## src/rtl/seg_scan_reader.sv

```systemverilog
// Recovers the hex digits shown on a multiplexed active-low 7-segment bus and
// emits each completed frame of NUM_DIGITS nibbles over a valid/ready handshake.
module seg_scan_reader #(
  parameter int NUM_DIGITS    = 2,
  parameter int STABLE_CYCLES = 4
) (
  input  logic                    i_clk,
  input  logic                    i_reset,
  input  logic [7:0]              i_seg,
  input  logic [NUM_DIGITS-1:0]   i_dig_sel,
  input  logic                    i_ready,
  output logic [4*NUM_DIGITS-1:0] o_value,
  output logic [NUM_DIGITS-1:0]   o_err,
  output logic                    o_valid,
  output logic                    o_overrun,
  output logic [1:0]              o_dbg_state,
  output logic [NUM_DIGITS-1:0]   o_dbg_mask
);

  localparam int CW = $clog2(STABLE_CYCLES + 1);

  typedef enum logic [1:0] {
    IDLE   = 2'd0,
    SETTLE = 2'd1,
    HOLD   = 2'd2
  } state_t;

  // Handshake: a frame transfers on a rising edge where o_valid && i_ready;
  // o_value/o_err stay frozen while o_valid is high and not yet accepted.

  state_t                  state_q, state_d;
  logic [NUM_DIGITS-1:0]   sel_q, sel_d;
  logic [6:0]              pat_q, pat_d;
  logic [CW-1:0]           cnt_q, cnt_d;
  logic [NUM_DIGITS-1:0]   mask_q, mask_d;
  logic [4*NUM_DIGITS-1:0] stage_val_q, stage_val_d;
  logic [NUM_DIGITS-1:0]   stage_err_q, stage_err_d;
  logic [4*NUM_DIGITS-1:0] value_q, value_d;
  logic [NUM_DIGITS-1:0]   err_q, err_d;
  logic                    valid_q, valid_d;
  logic                    overrun_q, overrun_d;

  logic       one_hot;
  logic       same_sel;
  logic       same_pat;
  logic       capture;
  logic       frame_done;
  logic [4:0] dec;

  // Returns {illegal, nibble}; illegal patterns decode to nibble 0.
  function automatic logic [4:0] decode(input logic [6:0] p);
    case (p)
      7'h40:   decode = 5'h00;
      7'h79:   decode = 5'h01;
      7'h24:   decode = 5'h02;
      7'h30:   decode = 5'h03;
      7'h19:   decode = 5'h04;
      7'h12:   decode = 5'h05;
      7'h02:   decode = 5'h06;
      7'h78:   decode = 5'h07;
      7'h00:   decode = 5'h08;
      7'h10:   decode = 5'h09;
      7'h08:   decode = 5'h0A;
      7'h03:   decode = 5'h0B;
      7'h46:   decode = 5'h0C;
      7'h21:   decode = 5'h0D;
      7'h06:   decode = 5'h0E;
      7'h0E:   decode = 5'h0F;
      default: decode = 5'h10;
    endcase
  endfunction

  always_comb begin
    one_hot  = $onehot(i_dig_sel);
    same_sel = (i_dig_sel == sel_q);
    same_pat = (i_seg[6:0] == pat_q);
    dec      = decode(pat_q);

    state_d     = state_q;
    sel_d       = sel_q;
    pat_d       = pat_q;
    cnt_d       = cnt_q;
    capture     = 1'b0;

    // A change seen in SETTLE or HOLD is re-evaluated as IDLE in the same cycle.
    case (state_q)
      IDLE: begin
        if (one_hot) begin
          sel_d   = i_dig_sel;
          pat_d   = i_seg[6:0];
          cnt_d   = CW'(1);
          state_d = SETTLE;
        end
      end
      SETTLE: begin
        if (same_sel && same_pat) begin
          if (cnt_q == CW'(STABLE_CYCLES)) begin
            capture = 1'b1;
            state_d = HOLD;
          end else begin
            cnt_d = cnt_q + CW'(1);
          end
        end else if (one_hot) begin
          sel_d   = i_dig_sel;
          pat_d   = i_seg[6:0];
          cnt_d   = CW'(1);
          state_d = SETTLE;
        end else begin
          state_d = IDLE;
        end
      end
      HOLD: begin
        if (!same_sel) begin
          if (one_hot) begin
            sel_d   = i_dig_sel;
            pat_d   = i_seg[6:0];
            cnt_d   = CW'(1);
            state_d = SETTLE;
          end else begin
            state_d = IDLE;
          end
        end
      end
      default: state_d = IDLE;
    endcase

    frame_done  = &mask_q;
    mask_d      = frame_done ? '0 : mask_q;
    stage_val_d = stage_val_q;
    stage_err_d = stage_err_q;
    if (capture) begin
      mask_d = mask_d | sel_q;
      for (int k = 0; k < NUM_DIGITS; k++) begin
        if (sel_q[k]) begin
          stage_val_d[4*k +: 4] = dec[3:0];
          stage_err_d[k]        = dec[4];
        end
      end
    end

    value_d   = value_q;
    err_d     = err_q;
    valid_d   = valid_q;
    overrun_d = overrun_q;
    if (frame_done) begin
      if (!valid_q || i_ready) begin
        value_d = stage_val_q;
        err_d   = stage_err_q;
        valid_d = 1'b1;
      end else begin
        overrun_d = 1'b1;
      end
    end else if (valid_q && i_ready) begin
      valid_d = 1'b0;
    end
  end

  always_ff @(posedge i_clk or posedge i_reset) begin
    if (i_reset) begin
      state_q     <= IDLE;
      sel_q       <= '0;
      pat_q       <= '0;
      cnt_q       <= '0;
      mask_q      <= '0;
      stage_val_q <= '0;
      stage_err_q <= '0;
      value_q     <= '0;
      err_q       <= '0;
      valid_q     <= 1'b0;
      overrun_q   <= 1'b0;
    end else begin
      state_q     <= state_d;
      sel_q       <= sel_d;
      pat_q       <= pat_d;
      cnt_q       <= cnt_d;
      mask_q      <= mask_d;
      stage_val_q <= stage_val_d;
      stage_err_q <= stage_err_d;
      value_q     <= value_d;
      err_q       <= err_d;
      valid_q     <= valid_d;
      overrun_q   <= overrun_d;
    end
  end

  assign o_value     = value_q;
  assign o_err       = err_q;
  assign o_valid     = valid_q;
  assign o_overrun   = overrun_q;
  assign o_dbg_state = state_q;
  assign o_dbg_mask  = mask_q;

endmodule
```

## config.mk

```make
export PLATFORM = sky130hd
export DESIGN_NAME = seg_scan_reader
export DESIGN_NICKNAME = d
export VERILOG_FILES = /design/src/rtl/seg_scan_reader.sv
export SDC_FILE = /design/constraint.sdc
export NUM_CORES = 1
export LEC_CHECK = 0
export ABC_CLOCK_PERIOD_IN_PS = 1890
export CAP_MARGIN = 20
export CORE_MARGIN = 2
export CORE_UTILIZATION = 48
export CTS_BUF_LIST = sky130_fd_sc_hd__clkbuf_16
export DETAILED_ROUTE_END_ITERATION = 10
export PLACE_DENSITY = 0.74
export RECOVER_POWER = 25
export SYNTH_ARGS = -nofsm -noshare
export SYNTH_HDL_FRONTEND = slang
export SYNTH_SLANG_ARGS = --single-unit
```

## constraint.sdc

```tcl
create_clock -name i_clk -period 1.89 [get_ports i_clk]
set_clock_uncertainty 0.05 [all_clocks]
set_input_delay 0.378 -clock i_clk [delete_from_list [all_inputs] [get_ports i_clk]]
set_output_delay 0.378 -clock i_clk [all_outputs]
set_load 0.01 [all_outputs]
```

Fig. 1: run 1, clock routing
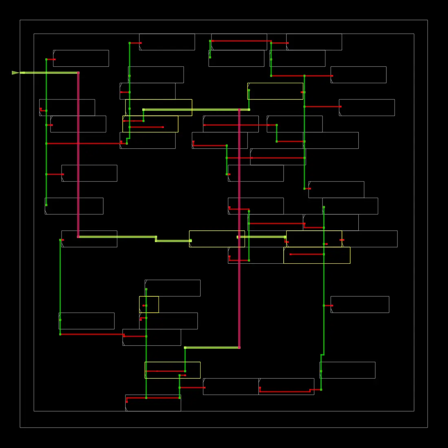
FFs & Latches: 38
clock latency on the worst-skew pair: 0.28 ns
Clock Power: 1.08 mW
Num CTS Buffers: 5

Fig. 2: run 1, I/O nets highlighted
Drawn at 6 px/um.
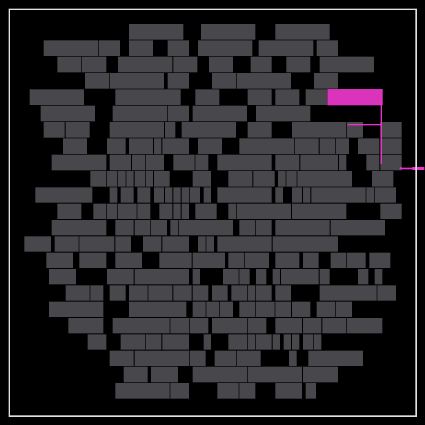
legend:
  o_overrun:
    colour: magenta
    bits: 1
    direction: output
    edge: right
    end_cells: 1
    buffers: 1
    wire: 18.0 um
I/O pin total: 29
total of buffers placed on input and output ports: 27

Fig. 3: run 1, routed clock nets over the placement
Drawn at 6 px/um.
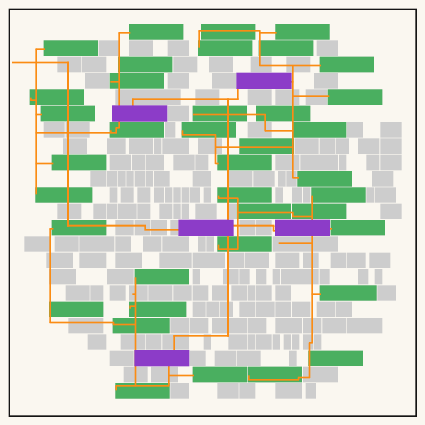
legend:
  clock wires:
    colour: orange
    length: 468 um
  clock-net drivers:
    colour: purple
    count: 5
  flip-flops:
    colour: green
    count: 38
routed clock nets: 6
flops lie: widely spread
part of the power in the clock network: 44.7%

==> impl_metrics.csv, run 1 <==
group,metric,value,unit
place,gp_routability_congestion,0.8481,
setup_path,worst_r2r_start,"pat_q[5]$_DFFE_PP0P_",
synth,synth.cellmix.adderShare,1.290,%
floorplan,die_width,67.57,um
clock_tree,cts_tree,"done",
pwr,switching_share,24.53,%
cells_and_area,stdcell_count,273,
cells_and_area,diodes,0,
cells_and_area,final_area,0.002708,mm2
status,result_of_the_run,"finished clean",
synth,yosys.area_share.xor_xnor,5.419,%
worst_hold_path,timing.hold.worst_path_depth,2,
pwr,dominant_power_group,"clock",
setup_path,worstSetupStartpointType,"flip-flop",
cells_and_area,postLayoutCoreUtil,68.68,%
clock_tree,clock_sinks,38,
synth,synthTopCellsByCount,"dfrtp_1 (38), mux2_2 (28), nor2_1 (12), nand2_1 (11), xnor2_1 (11)",
synth,ys_dominant_reg_cell,"dfrtp_1",
pwr,pwr-share-seq,37.6,%
clock_tree,cts-htree-levels,2,
cells_and_area,comb_area_share,36.60,%
place,detailedPlace.worstSlack,-0.4247,ns
setup_path,worst_setup_path_end_kind,"flip-flop",
global_routing,grt.overflow.total,0,
route,mean_routed_wirelength_per_cell,16.28,um
synth,synthDominantCellAreaShare,49.03,%
synth,yosysChipArea,0.001939,mm2
pwr,sequentialPower,0.908,mW
worst_hold_path,hp-start,"i_seg[6]",
final_timing,fin_crit_sh,97.74,%
cells_and_area,buffers_excl_clock,51,
synth,enable_flop_cells,0,
global_routing,first_pass_grt_wire_length,7.107,mm
==> run 1: critical path: stages (launching register included) <==
cell and delay (ns):
dfrtp_1 0.41, xnor2_1 0.19, nand4_1 0.14, buf_4 0.17, nor3_4 0.15, buf_6 0.15
buf_6 0.12, o21ai_0 0.08, a221oi_1 0.27
==> run 1: stage by stage <==
| stage | setup TNS [ns] | total power [mW] |
|---|---|---|
| after floorplan | 0 | 1.146 |
| after global placement | -6.688 | 1.249 |
| after detailed placement | -8.018 | 1.267 |
| after CTS | 0 | 2.382 |
| after global routing | -0.3711 | 2.505 |
| final | 0 | 2.412 |
==> run 1: layer usage <==
layer,vias to the layer above,wire length [um],global-route usage [%]
met4,0,101,10.46
met5,-,0,0
met3,9,178,5.333
li1,710,-,-
met1,765,1801,24.89
met2,38,2362,36.40
==> inputs of run 2 (changes only) <==
- CTS_BUF_LIST: sky130_fd_sc_hd__clkbuf_16 -> sky130_fd_sc_hd__clkbuf_8 sky130_fd_sc_hd__clkbuf_16
Fig. 4: run 2, placed cells, one colour a class
Drawn at 6 px/um. Fill, decap, tap and diode cells in grey.
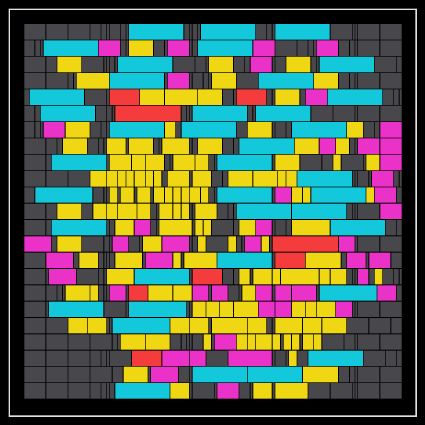
legend:
  remaining buffers and delay cells:
    colour: magenta
    cells: 46
  remaining logic cells:
    colour: yellow
    cells: 126
  clock drivers and dummy loads:
    colour: red
    cells: 8
  sequential cells:
    colour: cyan
    cells: 38
Util after Layout: 66.33%
post-layout instance area: 0.002615 mm2
site row count: 23
flop share of the area: 36.56%

Fig. 5: run 2, clock routing
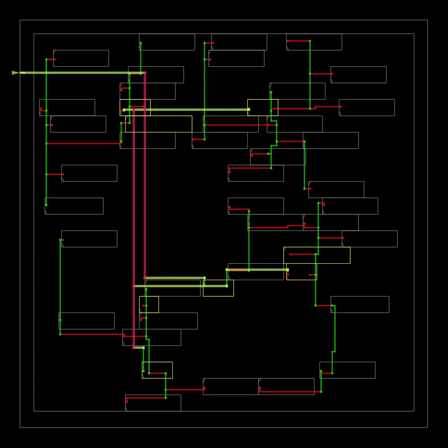
clock sink count: 38
clock latency on the worst-skew pair: 0.29 ns

==> impl_metrics.csv, run 2 <==
group,metric,value,unit
status,result_of_the_run,"finished clean",
synth,synthTopCellsByCount,"dfrtp_1 (38), mux2_2 (28), nor2_1 (12), nand2_1 (11), xnor2_1 (11)",
cells_and_area,flops,38,
synth,yosys.area_share.xor_xnor,5.419,%
synth,ys_dominant_reg_cell,"dfrtp_1",
clock_tree,cts-buffers-inserted,5,
pwr,sequentialPower,0.908,mW
pwr,switching_share,26.21,%
pwr,powerClk,0.825,mW
setup_path,critPathTopFamily,"flip-flops",
setup_path,critical_path.slowest_cell,"dfrtp_2",
pwr,power.total,2.123,mW
setup_path,critical_path.cell_chain,"xnor2_1 -> nand4_1 -> nor3_4 -> buf_12 -> buf_4 -> nor2_2 -> mux2_2",
floorplan,die_width,67.57,um
setup_path,worstPathBufferInverterCount,2,
floorplan,io-pin-count,29,
synth,enable_flop_cells,0,
place,port_buffers,27,
clock_tree,cts_tree,"done",
setup_path,worst_r2r_start,"pat_q[2]$_DFFE_PP0P_",
setup_path,critical-path-max-stage-delay,0.50,ns
[run 2: cell counts after synthesis]
No cell type changed its count.
[run 2: worst paths after layout]
check                      cells after the start  slack (ns)                     to
setup / recovery                               7        0.03   pat_q[4]$_DFFE_PP0P_
hold / removal                                 2        0.33   pat_q[1]$_DFFE_PP0P_
setup reg to reg                               7        0.03   pat_q[4]$_DFFE_PP0P_
hold reg to reg                                1        0.44  o_overrun$_DFFE_PP0P_
max in group asynchronous                      3        0.39   pat_q[0]$_DFFE_PP0P_
min in group asynchronous                      3        0.76   sel_q[0]$_DFFE_PP0P_
[run 2: layer usage]
layer	global-route usage [%]	up-vias	part of all wire [%]
met4	11.22	0	3.2
met5	0	-	0
met3	6.167	17	6.1
met1	24.36	737	41
li1	-	698	-
met2	34.80	61	50
No activity file was given, so power comes from the tool's default toggle rates.
